### config.mk
export PLATFORM = sky130hd
export DESIGN_NAME = count_sequencer
export DESIGN_NICKNAME = d
export VERILOG_FILES = /design/src/rtl/count_sequencer.sv
export SDC_FILE = /design/constraint.sdc
export NUM_CORES = 1
export LEC_CHECK = 0
export CAP_MARGIN = 5
export CELL_PAD_IN_SITES_DETAIL_PLACEMENT = 0
export CELL_PAD_IN_SITES_GLOBAL_PLACEMENT = 1
export CORE_AREA = 2 2 49 55
export CTS_BUF_LIST = sky130_fd_sc_hd__clkbuf_4
export DETAILED_ROUTE_END_ITERATION = 10
export DIE_AREA = 0 0 51 57
export HOLD_SLACK_MARGIN = 0.15
export PLACE_DENSITY_LB_ADDON = 0.25
export SYNTH_ARGS = -nofsm -noshare
export SYNTH_HDL_FRONTEND = slang
export SYNTH_SLANG_ARGS = --single-unit
### constraint.sdc
create_clock -name clk -period 1.58 [get_ports clk]
set_input_delay 0.316 -clock clk [delete_from_list [all_inputs] [get_ports clk]]
set_output_delay 0.316 -clock clk [all_outputs]
set_load 0.02 [all_outputs]
### src/rtl/count_sequencer.sv
// Command-driven counter controller: prescaled WIDTH-bit count up to a programmable
// terminal value, one-shot or auto-reload, with registered terminal-count pulse.
module count_sequencer #(
  parameter int WIDTH    = 4,
  parameter int PRESCALE = 1
) (
  input  logic             clk,
  input  logic             reset,
  input  logic             cmd_valid,
  input  logic [1:0]       cmd_op,
  input  logic [WIDTH-1:0] cmd_data,
  output logic             cmd_ready,
  output logic [WIDTH-1:0] q,
  output logic             running,
  output logic             tc,
  output logic             done
);

  localparam int PW = (PRESCALE > 1) ? $clog2(PRESCALE) : 1;
  localparam logic [PW-1:0] PRE_LAST = PW'(PRESCALE - 1);

  localparam logic [1:0] OP_SETMAX = 2'b00;
  localparam logic [1:0] OP_ONESHOT = 2'b01;
  localparam logic [1:0] OP_RELOAD = 2'b10;
  localparam logic [1:0] OP_STOP = 2'b11;

  typedef enum logic [1:0] {IDLE, RUN, DONE} state_t;

  state_t           state_q, state_d;
  logic [WIDTH-1:0] q_q, q_d;
  logic [WIDTH-1:0] max_q, max_d;
  logic [PW-1:0]    pre_q, pre_d;
  logic             reload_q, reload_d;
  logic             tc_q, tc_d;
  logic             accept, tick;

  assign cmd_ready = (state_q != RUN) || (cmd_op == OP_STOP);
  assign accept    = cmd_valid && cmd_ready;
  assign tick      = (pre_q == PRE_LAST);

  always_ff @(posedge clk) begin
    if (reset) begin
      state_q  <= IDLE;
      q_q      <= '0;
      max_q    <= '1;
      pre_q    <= '0;
      reload_q <= 1'b0;
      tc_q     <= 1'b0;
    end else begin
      state_q  <= state_d;
      q_q      <= q_d;
      max_q    <= max_d;
      pre_q    <= pre_d;
      reload_q <= reload_d;
      tc_q     <= tc_d;
    end
  end

  always_comb begin
    state_d  = state_q;
    q_d      = q_q;
    max_d    = max_q;
    pre_d    = pre_q;
    reload_d = reload_q;
    tc_d     = 1'b0;
    case (state_q)
      RUN: begin
        // Only STOP can be accepted here, and it pre-empts a coincident tick.
        if (accept) begin
          state_d = IDLE;
          pre_d   = '0;
        end else begin
          pre_d = tick ? '0 : pre_q + PW'(1);
          if (tick) begin
            if (q_q == max_q) begin
              tc_d = 1'b1;
              if (reload_q) q_d = '0;
              else          state_d = DONE;
            end else begin
              q_d = q_q + WIDTH'(1);
            end
          end
        end
      end
      default: begin
        if (accept) begin
          case (cmd_op)
            OP_SETMAX: begin
              max_d   = cmd_data;
              state_d = IDLE;
            end
            OP_ONESHOT, OP_RELOAD: begin
              q_d      = '0;
              pre_d    = '0;
              reload_d = (cmd_op == OP_RELOAD);
              state_d  = RUN;
            end
            default: state_d = IDLE;
          endcase
        end
      end
    endcase
  end

  assign q       = q_q;
  assign tc      = tc_q;
  assign running = (state_q == RUN);
  assign done    = (state_q == DONE);

endmodule
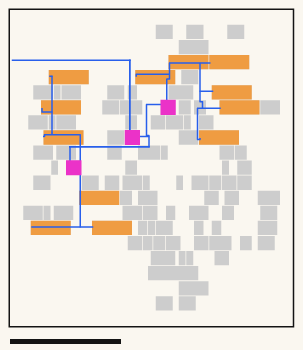
(images/clk_routes.png)
Scale bar: 20 um.
legend:
  clock wires:
    color: blue
    length: 160 um
  flip-flops:
    color: orange
    count: 12
  clock drivers:
    color: magenta
    count: 3
routed clock nets: 4

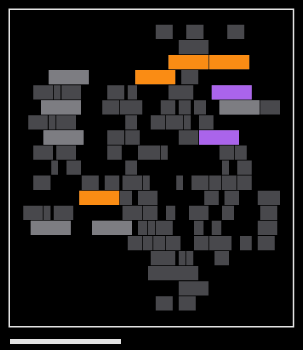
(images/flops_by_reg.png)
Scale bar: 20 um.
legend:
  `q`:
    color: orange
    placed_flops: 4
  `state_q`:
    color: purple
    placed_flops: 2
not colored: 6

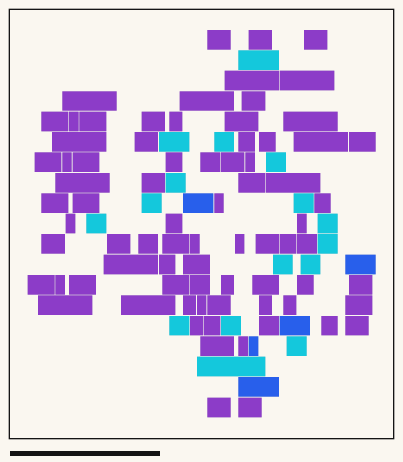
(images/sizes.png)
Scale bar: 20 um.
legend:
  _0 and _1 cells:
    color: purple
    cells: 77
    share: 79%
  _3 and _4 cells:
    color: cyan
    cells: 16
    share: 16%
  _2 cells:
    color: blue
    cells: 5
    share: 5.1%

==> cell type report <==
cell class | instances | area share
clock buffer | 3 | 0.0233
inverter | 5 | 0.0194
multi-input combinational | 52 | 0.436
sequential | 12 | 0.248
tap | 31 | 0.0401
timing repair buffer | 26 | 0.233
==> synthesized netlist by cell type <==
| master | count | share of area |
|---|---|---|
| a41o_1 | 1 | 0.015 |
| a2111oi_0 | 1 | 0.013 |
| a32o_1 | 2 | 0.029 |
| o21ai_0 | 2 | 0.015 |
| and3_1 | 2 | 0.018 |
| nand2b_1 | 2 | 0.018 |
| buf_2 | 1 | 0.0074 |
| o21a_1 | 2 | 0.022 |
| and2_1 | 1 | 0.0092 |
| a211oi_1 | 1 | 0.011 |
| a21o_1 | 1 | 0.011 |
| buf_6 | 1 | 0.017 |
| nand2_1 | 5 | 0.028 |
| inv_1 | 5 | 0.028 |
| dfxtp_1 | 12 | 0.35 |
| nor2_1 | 2 | 0.011 |
| nand4_1 | 2 | 0.018 |
| nand3_1 | 2 | 0.015 |
| ha_1 | 4 | 0.074 |
| mux2_2 | 1 | 0.017 |
| a311oi_1 | 1 | 0.013 |
| xnor2_1 | 4 | 0.052 |
| a21oi_1 | 1 | 0.0074 |
| o41ai_1 | 1 | 0.013 |
| o211a_1 | 1 | 0.015 |
| nor2b_1 | 2 | 0.018 |
| a31oi_1 | 1 | 0.0092 |
| o21ai_1 | 1 | 0.0074 |
| mux2_4 | 1 | 0.022 |
| and4_4 | 1 | 0.017 |
| mux2i_1 | 4 | 0.059 |
| and4b_1 | 1 | 0.015 |
| a22o_1 | 1 | 0.013 |
| a22oi_1 | 1 | 0.011 |
==> where the power goes <==
part	internal (mW)	switching [mW]
registers	0.311	0.00725
clock network	0.0880	0.0890
logic	0.0716	0.0625
==> impl_metrics.json <==
{
  "ys_sh_adder": 0.0737,
  "synth.logic.top_family": "AND-OR/OR-AND gates",
  "diodes": 0,
  "core_area_sq_um": 2400,
  "chipArea_sq_um": 2910,
  "m1WireLength_um": 643,
  "syn2layout_area_growth_pct": 42.4,
  "vdd_ir_drop_max_mv": 0.303,
  "cts_max_level": 1,
  "instances_no_fill": 129,
  "grt_pass1_vias": 583,
  "lay_top_count": "dfxtp_1",
  "grt.total_usage": 0.111,
  "outcome": "finished, final reports clean",
  "grt_max_degree": 8,
  "crit_family": "buffers and inverters",
  "startpoint": "cmd_op[0]",
  "wl_met3_um": 91,
  "clk_latency_ns": 0.26,
  "critPathBufInv": 2,
  "setup_viol": 0,
  "cpPeakStageDelay_ns": 0.26,
  "maxCapViolCount": 0,
  "final_nets": 113,
  "drt-initial-drc-count": 16,
  "finish.instance_area_sq_um": 967,
  "r2r_end": "q[0]$_SDFFE_PP0P_"
}
No activity file was given, so power comes from the tool's default toggle rates.
